**config.mk**
```make
export PLATFORM = sky130hd
export DESIGN_NAME = instr_fetch_unit
export DESIGN_NICKNAME = d
export VERILOG_FILES = /design/src/rtl/mips_pkg.sv /design/src/rtl/instr_fetch_unit_ir.sv /design/src/rtl/instr_fetch_unit.sv
export SDC_FILE = /design/constraint.sdc
export NUM_CORES = 1
export LEC_CHECK = 0
export ABC_AREA = 1
export CAP_MARGIN = 25
export CELL_PAD_IN_SITES_DETAIL_PLACEMENT = 1
export CELL_PAD_IN_SITES_GLOBAL_PLACEMENT = 2
export CORE_MARGIN = 3
export CORE_UTILIZATION = 21
export DETAILED_ROUTE_END_ITERATION = 10
export GPL_ROUTABILITY_DRIVEN = 1
export PLACE_DENSITY_LB_ADDON = 0.05
export SLEW_MARGIN = 10
export SYNTH_ARGS = -nofsm -noshare
export SYNTH_HDL_FRONTEND = slang
export SYNTH_SLANG_ARGS = --single-unit
```
**constraint.sdc**
```tcl
create_clock -name Clk -period 1.7 [get_ports Clk]
set_clock_uncertainty 0.15 [all_clocks]
set_input_delay 0.255 -clock Clk [delete_from_list [all_inputs] [get_ports Clk]]
set_output_delay 0.255 -clock Clk [all_outputs]
set_load 0.03 [all_outputs]
```
**src/rtl/mips_pkg.sv**
```systemverilog
// Shared MIPS core definitions: opcode/funct encodings, fetch FSM states and
// small helpers used by the fetch stage.
package mips_pkg;

    typedef enum logic [5:0] {
        FUNCT_OP = 6'h00,
        J_OP     = 6'h02,
        BEQ_OP   = 6'h04,
        BNE_OP   = 6'h05,
        LUI_OP   = 6'h0F,
        LW_OP    = 6'h23,
        SW_OP    = 6'h2B
    } opcode_t;

    typedef enum logic [5:0] {
        NOP   = 6'h00,
        BREAK = 6'h0D,
        ADD   = 6'h20,
        SUB   = 6'h22,
        AND   = 6'h24,
        XOR   = 6'h26
    } funct_t;

    typedef enum logic [1:0] {
        ST_IDLE  = 2'd0,
        ST_READ  = 2'd1,
        ST_VALID = 2'd2
    } fetch_state_t;

    localparam logic [31:0] PC_STEP = 32'd4;

    function automatic logic pc_aligned(input logic [31:0] pc_in);
        return (pc_in[1:0] == 2'b00);
    endfunction

endpackage

```
**src/rtl/instr_fetch_unit_ir.sv**
```systemverilog
// Instruction register: 32-bit IR with synchronous clear/load and the
// fixed MIPS field slicing used by the control FSM.
module instr_register (
    input  logic        Clk,
    input  logic        Reset,
    input  logic        i_clr,
    input  logic        i_load,
    input  logic [31:0] i_data,
    output logic [5:0]  o_op,
    output logic [5:0]  o_funct,
    output logic [4:0]  o_rs,
    output logic [4:0]  o_rt,
    output logic [4:0]  o_rd,
    output logic [4:0]  o_shamt,
    output logic [15:0] o_imm16,
    output logic [25:0] o_jaddr
);

    logic [31:0] r_ir;

    // IR storage; clear wins over load so an aborted or misaligned fetch reads as NOP
    always_ff @(posedge Clk or negedge Reset) begin
        if (!Reset) begin
            r_ir <= 32'h0000_0000;
        end else if (i_clr) begin
            r_ir <= 32'h0000_0000;
        end else if (i_load) begin
            r_ir <= i_data;
        end else begin
            r_ir <= r_ir;
        end
    end

    assign o_op    = r_ir[31:26];
    assign o_rs    = r_ir[25:21];
    assign o_rt    = r_ir[20:16];
    assign o_rd    = r_ir[15:11];
    assign o_shamt = r_ir[10:6];
    assign o_funct = r_ir[5:0];
    assign o_imm16 = r_ir[15:0];
    assign o_jaddr = r_ir[25:0];

endmodule

```
**src/rtl/instr_fetch_unit.sv**
```systemverilog
// Fetch stage of the multicycle MIPS core: owns PC, times instruction memory
// reads and hands a decoded IR to the control FSM via instr_valid.
module instr_fetch_unit
    import mips_pkg::*;
#(
    parameter int          MEM_LATENCY = 2,
    parameter logic [31:0] RESET_PC    = 32'h0000_0000
) (
    input  logic        Clk,
    input  logic        Reset,
    input  logic        fetch_req,
    input  logic        ir_clr,
    input  logic        pc_write,
    input  logic [31:0] pc_next,
    input  logic [31:0] mem_rdata,
    output logic [31:0] mem_addr,
    output logic        mem_rd,
    output logic [31:0] pc,
    output logic        busy,
    output logic        instr_valid,
    output logic        addr_err,
    output logic [5:0]  Op,
    output logic [5:0]  Funct,
    output logic [4:0]  Rs,
    output logic [4:0]  Rt,
    output logic [4:0]  Rd,
    output logic [4:0]  Shamt,
    output logic [15:0] Imm16,
    output logic [25:0] JAddr
);

    localparam int             CNT_W    = (MEM_LATENCY > 1) ? $clog2(MEM_LATENCY) : 1;
    localparam logic [CNT_W-1:0] CNT_LOAD = CNT_W'(MEM_LATENCY - 1);
    localparam logic [CNT_W-1:0] CNT_ONE  = CNT_W'(1);
    localparam logic [CNT_W-1:0] CNT_ZERO = {CNT_W{1'b0}};

    fetch_state_t     r_state;
    fetch_state_t     w_state_nxt;
    logic [CNT_W-1:0] r_cnt;
    logic [CNT_W-1:0] w_cnt_nxt;
    logic [31:0]      r_pc;
    logic [31:0]      w_pc_auto;
    logic [31:0]      w_pc_nxt;
    logic             r_addr_err;
    logic             w_addr_err_nxt;
    logic             w_ir_load;
    logic             w_ir_clr;
    logic             w_aligned;

    assign w_aligned = pc_aligned(r_pc);

    // Next-state, counter, PC-increment and IR control decode
    always_comb begin
        w_state_nxt    = r_state;
        w_cnt_nxt      = r_cnt;
        w_addr_err_nxt = r_addr_err;
        w_pc_auto      = r_pc;
        w_ir_load      = 1'b0;
        w_ir_clr       = 1'b0;
        if (ir_clr) begin
            w_state_nxt    = ST_IDLE;
            w_cnt_nxt      = CNT_ZERO;
            w_addr_err_nxt = 1'b0;
            w_ir_clr       = 1'b1;
        end else begin
            case (r_state)
                ST_IDLE, ST_VALID: begin
                    if (fetch_req && w_aligned) begin
                        w_state_nxt    = ST_READ;
                        w_cnt_nxt      = CNT_LOAD;
                        w_addr_err_nxt = 1'b0;
                    end else if (fetch_req) begin
                        // misaligned PC: skip memory, present a NOP flagged by addr_err
                        w_state_nxt    = ST_VALID;
                        w_addr_err_nxt = 1'b1;
                        w_ir_clr       = 1'b1;
                    end else begin
                        w_state_nxt    = r_state;
                    end
                end
                ST_READ: begin
                    if (r_cnt != CNT_ZERO) begin
                        w_cnt_nxt   = r_cnt - CNT_ONE;
                    end else begin
                        w_ir_load   = 1'b1;
                        w_pc_auto   = r_pc + PC_STEP;
                        w_state_nxt = ST_VALID;
                    end
                end
                default: begin
                    w_state_nxt = ST_IDLE;
                    w_cnt_nxt   = CNT_ZERO;
                end
            endcase
        end
    end

    // A datapath PC load overrides the sequential increment on the same edge
    assign w_pc_nxt = pc_write ? pc_next : w_pc_auto;

    // State, latency counter, PC and alignment flag registers
    always_ff @(posedge Clk or negedge Reset) begin
        if (!Reset) begin
            r_state    <= ST_IDLE;
            r_cnt      <= CNT_ZERO;
            r_pc       <= RESET_PC;
            r_addr_err <= 1'b0;
        end else begin
            r_state    <= w_state_nxt;
            r_cnt      <= w_cnt_nxt;
            r_pc       <= w_pc_nxt;
            r_addr_err <= w_addr_err_nxt;
        end
    end

    instr_register u_ir (
        .Clk     (Clk),
        .Reset   (Reset),
        .i_clr   (w_ir_clr),
        .i_load  (w_ir_load),
        .i_data  (mem_rdata),
        .o_op    (Op),
        .o_funct (Funct),
        .o_rs    (Rs),
        .o_rt    (Rt),
        .o_rd    (Rd),
        .o_shamt (Shamt),
        .o_imm16 (Imm16),
        .o_jaddr (JAddr)
    );

    assign mem_addr    = r_pc;
    assign pc          = r_pc;
    assign mem_rd      = (r_state == ST_READ);
    assign busy        = (r_state == ST_READ);
    assign instr_valid = (r_state == ST_VALID);
    assign addr_err    = r_addr_err;

endmodule

```
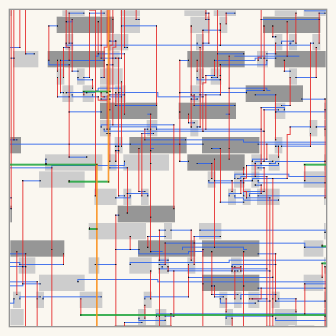
run_1/zoom.png
Region (87, 87) to (137, 137) um. Cells in gray, sequential cells in the stronger gray; small squares are vias.
legend:
  orange:
    layer: met4
  red:
    layer: met2
  green:
    layer: met3
  blue:
    layer: met1
netlist names of flops here include: u_ir.r_ir (15), mem_addr (1)
most frequent: nor2_1 (33), o21ai_0 (16), dfrtp_1 (16)
sequential cells in the window: 16
cells with their middle in the window: 86

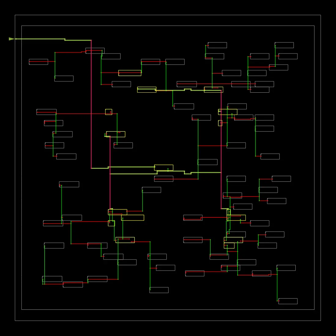
run_1/final_clocks.png
clock network power: 2.10 mW
number of sinks on the clock net: 68
number of flip-flops and latches: 68

==> results.ini <==
[run_status]
run_status=finished clean

[global_routing]
grt_max_degree=33
grt.busiest_layer=met2
grt_overflow=0
antenna_found_initial=0
grtUsageTotal_pct=14.49
grt_first_pass_wirelength_mm=25.49
grt.met1_usage_pct=17.82
grt_pass1_vias=4712
grt_use_met3_pct=3.312
groute.layer.met2.usage_pct=25.41

[power_and_ir_drop]
internal_power_mw=3.751
p_leak_nw=3.521
power.clock.fraction_pct=36.9
ir_drop_mv=0.4538
net-switching-power_mw=1.946
post-layout-total-power_mw=5.697
power.switching_fraction_pct=34.16
power.sequential.fraction_pct=33.5
logic_pwr_share_pct=29.6
power-per-cell-area_nw_per_um2=821.5

[final_layout]
insertedDiodeCount=0
largest_cell_class=buffers
nNetsFinal=836
layout.nonclk_buf_share_pct=36.07
mi_comb_area_sq_um=1914
most-common-layout-cells=sky130_fd_sc_hd__dlygate4sd2_1 (111), sky130_fd_sc_hd__nand2_1 (103), sky130_fd_sc_hd__nor2_1 (101)
non_clock_buffer_count=277
drive_above_1_share_pct=23.22
mostFrequentLayoutCell=sky130_fd_sc_hd__dlygate4sd2_1
proportion_of_cell_area_spent_on_the_clock_network_pct=4.709
layout.area.seq_sq_um=1720
stdcell_count=1036
fillers=2409
clock_buffer_instance_count_of_the_final_layout=10
syn2layout_area_growth_pct=60.59
sh_comb_area_pct=27.61
nNonClkInverters=36
sh_seq_area_pct=24.81

[synth]
yosys.area_share.xor_xnor_pct=1.623
synth_sequential_area_ratio_pct=39.41
synthDominantCellAreaShare_pct=39.41
ys_chip_area_sq_um=4318
ys_seq_elements=68
netlist-cell-type-count=37
top_logic_kind=simple AND/OR/NAND/NOR gates
synth.yosys.warnings=0
post_synth_most_frequent_cells=sky130_fd_sc_hd__nor2_1 (110), sky130_fd_sc_hd__nand2_1 (108), sky130_fd_sc_hd__buf_4 (76)
enable_flop_cells=0
floorplan.nets=640
top_cells_by_area=sky130_fd_sc_hd__dfrtp_1 (39%), sky130_fd_sc_hd__buf_4 (13%), sky130_fd_sc_hd__nor2_1 (9.6%), sky130_fd_sc_hd__nand2_1 (9.4%), sky130_fd_sc_hd__o21ai_0 (3.9%)
yosys.area_share.simple_pct=29.01
synth_async_reset_ratio_pct=100.0
synth_compound_gate_area_share_pct=11.01
synth.yosys.num_cells=570
syn-cell-area_sq_um=4318
synth_adder_area_share_pct=0.2898
most_common_flop_cell_mapped_by_yosys=sky130_fd_sc_hd__dfrtp_1
avgSynthCellArea_sq_um=7.575
yosysMostFrequentCell=sky130_fd_sc_hd__nor2_1
synthMuxAreaShare_pct=0
synthesized_instance_count=570
synth_area_leader_cell=sky130_fd_sc_hd__dfrtp_1

[route]
detailedRoute.firstPassIterationCount=4
wl_per_cell_um=15.90
wirelength_mm=16.47
route.detailed.drc=0
via_count=4380
dr.first_iter.drc_count=82
dr_wl_met2_mm=8.213
drtAntennaViolNets=0
topRoutingLayerUsed=met4
met1_length_mm=7.155
avgViaCountPerCell=4.228

[clock_network]
clk_pin_slew_worst_setup_hold_paths_ns=0.06
clock_insertion_delay_worst_skew_ns=0.34
postCtsHoldBufs=1
htree_num_levels=3
clock_path_buffers=2
post_cts.resized_instances=166
post_cts.repair.setup_buffers=2
cts_root_buf=sky130_fd_sc_hd__clkbuf_16

[timing]
report.final.slew_viol_count=0
slew_limit_headroom_pct=68.08
actual_slew_at_the_worst_max_slew_pin_ns=0.4788
layout_min_cycle_time_ns=1.684
achievable_clock_frequency_mhz=593.9
hold_violations=0
fin_worst_hold_slack_ns=0.2829
setup_repair_after_global_routing_missed_its_margin=true
post_layout_period_usage_of_the_worst_path_pct=99.04
finalSetupViolCount=0

[setup_path]
count_of_cells_along_the_worst_register_to_register_path=10
crit_path_frequent_cell=sky130_fd_sc_hd__buf_4
worst-setup-path-type=flip-flop to primary output
critical_path_buf_inv_count=3
critical_path_required_ns=1.29
critical_path.max_fanout=4
crit_arrival_ns=1.28
cpPeakStageDelay_ns=0.36
critical_path.reg2reg.startpoint=mem_addr[3]
rrSetupSlack_ns=0.06
timing.critical_path.slowest_stage_cell=sky130_fd_sc_hd__dfrtp_1
r2r-end=mem_addr[26]
setup.worst_path.end=mem_rd
worstSetupEndpointType=primary output
critical_path.startpoint=r_state[0]
path_cells=inv_2 > buf_4 > nor2_4 > buf_4
critical_path_cell_count=4
worst_setup_path_start_kind=flip-flop
crit_family=buffers and inverters

[placement]
place_congestion=0.7290
numPlacedInstances=1010

[die]
total_number_of_placement_rows=51
tap_cells=265
core_area_sq_um=19850
fp_util_pct=21.76
num_io_pins=211
chip_area_sq_um=22320

[hold_path]
hold_class=input port to asynchronous set/reset pin

[run]
drv_cap=0

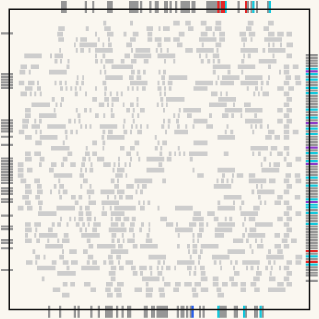
run_1/pins.png
Scale: 2 px per um. Pins as bars across the die edge, other pins in gray.
legend:
  purple:
    port: Rt
    pins: 5
    direction: output
    edge: right
  red:
    port: Op
    pins: 6
    direction: output
    edge: 4 top, 2 right
  blue:
    port: instr_valid
    pins: 1
    direction: output
    edge: bottom
  cyan:
    port: JAddr
    pins: 26
    direction: output
    edge: 20 right, 3 top, 3 bottom
all pins by edge: 83 right, 47 top, 45 bottom, 36 left
die width: 149.4 um
die outline height: 149.4 um

run 1: stage by stage:
stage	util [%]	TNS [ns]	setup slack (ns)	cell area [sq um]
final	34.94	0	0.01625	6934
after global routing	34.94	-0.3290	-0.07146	6934
after CTS	34.52	-0.001431	-0.001431	6852
after detailed placement	33.33	-5.113	-0.1333	6614
after global placement	33.25	-19.02	-0.5482	6599
after floorplan	-	0	0.005184	4338
run 1: state kept, by name (all words and copies together), names as in the netlist:
register / count
r_state: 2
mem_addr: 32
addr_err: 1
r_cnt: 1
u_ir.r_ir: 32
run 1: power by group through the flow:
stage	Clock, mW	Sequential (mW)	Combinational (mW)
floorplan	0	2.13	0.798
global placement	0	1.93	1.78
detailed placement	0	1.94	1.81
CTS	2.19	1.91	1.69
global route	2.26	1.94	1.83
finish	2.10	1.91	1.69
Power is estimated from default activity; no workload was simulated.
